Design rand_prefetch, sky130hd; sources not shown.
### Ports around the boundary, run 1

Pins as bars across the die edge, other pins in grey.
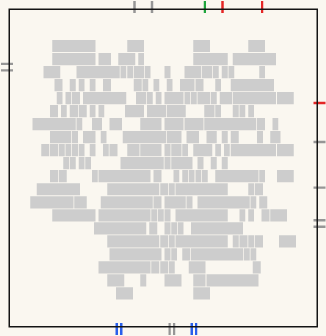
prng_number: marked blue, pins 4, direction input, edge bottom. flush: marked green, pins 1, direction input, edge top. fill_level: marked red, pins 3, direction output, edge 2 top, 1 right.
All pins by edge: 6 bottom, 5 right, 5 top, 2 left.
Die H: 66 µm
Port-buffer cells: 17
die outline width: 64 µm

### Signal wires on met3, run 1

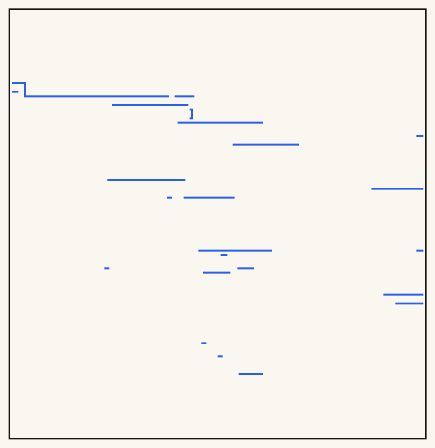
16 nets have wire on it. The layer holds 4.5% of the routed length. The wires run mostly horizontal. The longest straight run is 22.1 µm.
met3 capacity usage during global routing: 3.57%
Via Count: 1160
Post-Route WL: 2830 µm

### Register map, names as in the netlist, run 1

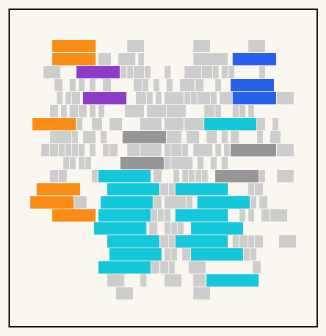
tmo: marked orange, placed flops 6. mem: marked cyan, placed flops 16. state: marked purple, placed flops 2. fill_level: marked blue, placed flops 3.
Another 4 sequential cells are not coloured.
Seq/total area: 47.0%
Seq. pwr: 614 µW
Flop area: 857 µm²
fin util: 60.2%

### Routed metal, one colour a layer, run 1

Two of the layers only.
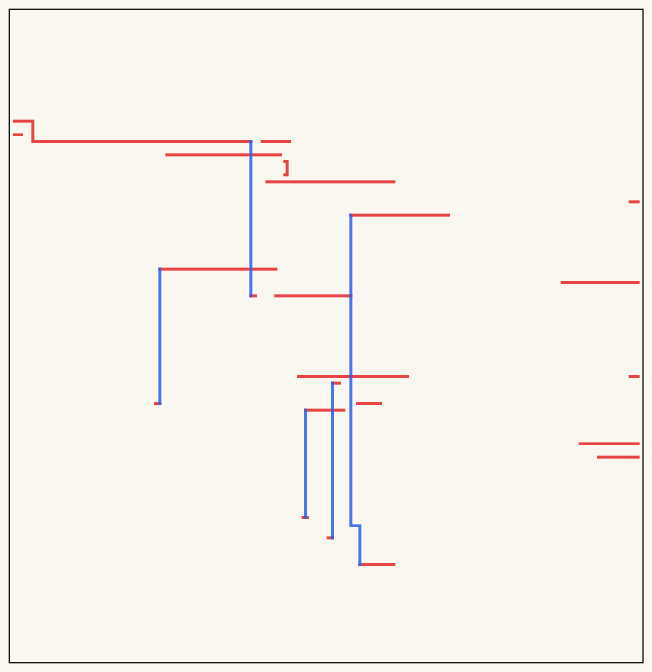
M3: marked red, wire length 126 µm. M4: marked blue, wire length 92.0 µm.
drt wl/cell: 12.1 µm
GRT Util Overall: 15.1%

==> summary.txt, run 1 <==
run results: worst hold slack=roughly 310 ps, Row Count=20, PD cells=582 mW/mm², yosys cell count=between 150 and 200, CTS H-Tree Depth=2, CTS tree=built, Top FF cell, synth=edfxtp_1, vias in the first global route=~1100, Max Cap Viol=0, Setup TNS=0 ps, Mapped Nets=180, Setup violations, final=0, Signal buf overhead=9.20%, tally of non-filler cells in the final layout=about 230, status=finished clean, sw frac=27.9%, cell area after synthesis=roughly 0.0016 mm², Largest register FFs=16, highest routed layer=met4, router iterations before antenna repair=4, DRT iter0 DRCs=54, Commonest cells post-synth=nor2_1 (27), nand2_1 (24), inv_1 (23), worst relative slew slack=54.7%, FP Util=53.0%, distinct lib cells=27, Place WS=approximately 38 ps, Registers, synthesis=31, Period minus WS final=2200 ps, Post-synth seq share=53.3%, clock root cell=clkbuf_4, vias per cell=4.96, metal2 WL=1470 µm, gr ovfl total=0, maximum clock frequency=roughly 450 MHz, Internal Power=765 µW, Worst-path clk slew=approximately 100 ps, R2R cell count=10, clock sinks=31, placed cell area=0.00183 mm², Top-area cell share=29.9%, clock-cell share of area=about 3.2%, Slew Viols, Final=0, Worst-Margin Slew=677 ps, Met3 Routed Length=126 µm, met2 layer usage reported by global route=27.2%, slack of the critical path=102 ps, Top cell excl fill/tap=nor2_1, WP data required=2020 ps
[run 1: timing repair]
| action | in CTS | in global routing |
|---|---|---|
| endpoints found under the hold margin | 0 | 0 |
| setup endpoints to repair | 3 | 4 |
| gates resized | 1 | 2 |
[run 1: worst max-delay path, cell delays in order, from the launching register on]
cell             delay (ps)
dfrtp_1                 450
inv_1                   150
nor2_1                  120
o21ai_0                 120
a21oi_1                 140
clkdlybuf4s50_1         610
[run 1: cells by family (layout without fill, tap and decap cells)]
group | count (synthesis) | count (layout) | synth area share, %
AND-OR/OR-AND | 28 | 28 | 9.82
XOR/XNOR | 1 | 1 | 0.546
adder cells (fa/ha/maj) | 6 | 6 | 5.14
buffers and inverters | 26 | 51 | 6.31
flip-flops | 31 | 31 | 53.3
AND/OR/NAND/NOR | 73 | 73 | 24.9
### Routing congestion, run 1

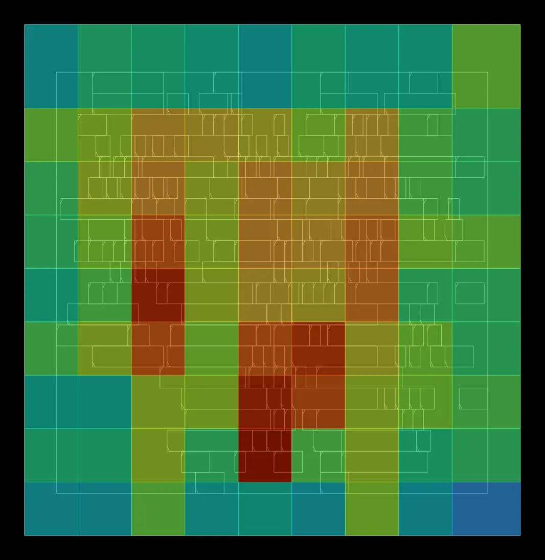

==> run 2, diff against run 1 <==
--- a/config.mk
+++ b/config.mk
@@ -7,11 +7,11 @@
 export LEC_CHECK = 0
 export ABC_AREA = 1
 export CAP_MARGIN = 5
-export CORE_AREA = 4 4 60 62
+export CORE_AREA = 4 4 62 64
 export CTS_CLUSTER_SIZE = 30
 export DETAILED_ROUTE_END_ITERATION = 6
-export DIE_AREA = 0 0 64 66
-export PLACE_DENSITY = 0.75
+export DIE_AREA = 0 0 66 68
+export PLACE_DENSITY = 0.81
 export RECOVER_POWER = 100
 export SLEW_MARGIN = 10
 export SYNTH_ARGS = -nofsm -noshare
==> constraint.sdc (replaced) <==
create_clock -name clk -period 1.8 [get_ports clk]
set_clock_uncertainty 0.05 [all_clocks]
set_input_delay 0.18 -clock clk [delete_from_list [all_inputs] [get_ports clk]]
set_output_delay 0.18 -clock clk [all_outputs]
set_load 0.02 [all_outputs]
### Routing congestion, run 2

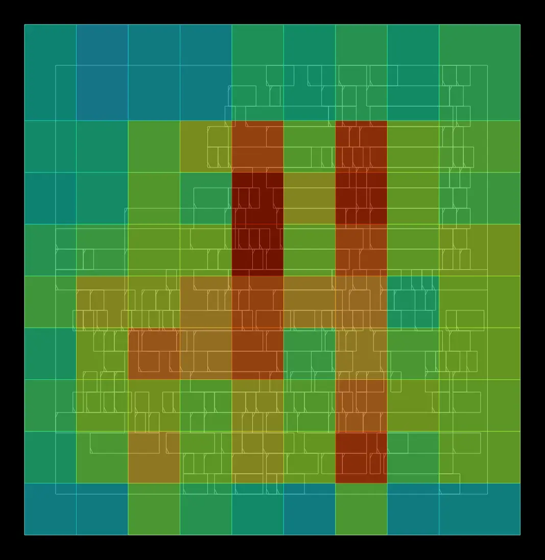
fin util: 62.1%
met2 layer usage reported by global route: 26.8%
busiest grt layer: met2
met3 capacity usage during global routing: 4.43%
met1 usage: 17.6%

### Signal wires on met3, run 2

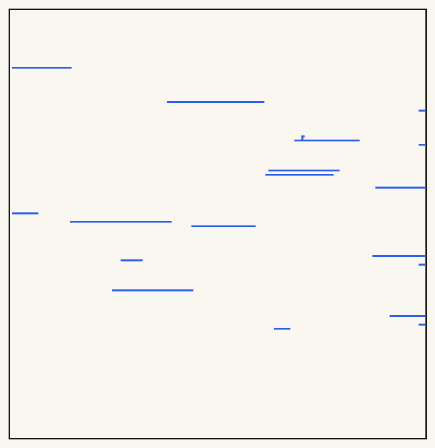
The layer holds 4.3% of the routed length. The longest straight run is 15.9 µm. The wires run mostly horizontal.
Post-Route WL: 3020 µm
Via Count: 1241

==> summary.txt, run 2 <==
run results: Commonest cells post-synth=nor2_1 (27), nand2_1 (24), inv_1 (23) (unchanged), cell area after synthesis=0.00161 mm² (unchanged), Die H=68 µm (was 66 µm), DRT iter0 DRCs=32 (was 54), Row Count=21 (was 20), Place WS=-221 ps (was 37.9 ps), worst relative slew slack=42.9% (was 54.7%), Setup violations, final=0 (unchanged), FP Util=48.9% (was 53.0%), yosys cell count=165 (unchanged), slack of the critical path=94.5 ps (was 102 ps), drt wl/cell=11.6 µm (was 12.1 µm), tally of non-filler cells in the final layout=261 (was 234), Max Cap Viol=0 (unchanged), status=finished clean (unchanged), distinct lib cells=27 (unchanged), WP buf/inv=2 (unchanged), Met3 Routed Length=128 µm (was 126 µm), worst hold slack=411 ps (was 315 ps), Slew Viols, Final=0 (unchanged), PD cells=748 mW/mm² (was 582 mW/mm²), Top FF cell, synth=edfxtp_1 (unchanged), highest routed layer=met4 (unchanged), Largest register FFs=16 (unchanged), Port-buffer cells=17 (unchanged), max incr delay on CP=440 ps (was 610 ps), Internal Power=1.14 mW (was 765 µW), sw frac=25.2% (was 27.9%), Worst-Margin Slew=856 ps (was 677 ps), Seq. pwr=782 µW (was 614 µW), clock root cell=clkbuf_4 (unchanged)
-- run 2: kinds of logic (layout without fill, tap and decap cells) --
kind of cell | Yosys count | after routing | share of synthesized area [%]
compound gates | 28 | 28 | 9.82
xor+xnor | 1 | 1 | 0.546
fa+ha+maj | 6 | 6 | 5.14
buf+inv | 26 | 76 | 6.31
flops | 31 | 31 | 53.3
simple gates | 73 | 73 | 24.9
-- run 2: what timing repair did --
action	in CTS	in global routing
gates resized	16	5
endpoints found under the setup margin	5	5
pin swaps	0	1
gates cloned	0	0
-- run 2: cell type report --
cell class                 count  area, µm²
fill                         274       1250
clock inverter                 3       38.8
tap                           46       57.6
clock buffer                   5       37.5
timing repair buffer          43        322
multi-input combinational    108        629
sequential                    31        857
inverter                      25       96.3
Power and IR drop assume default switching activity.
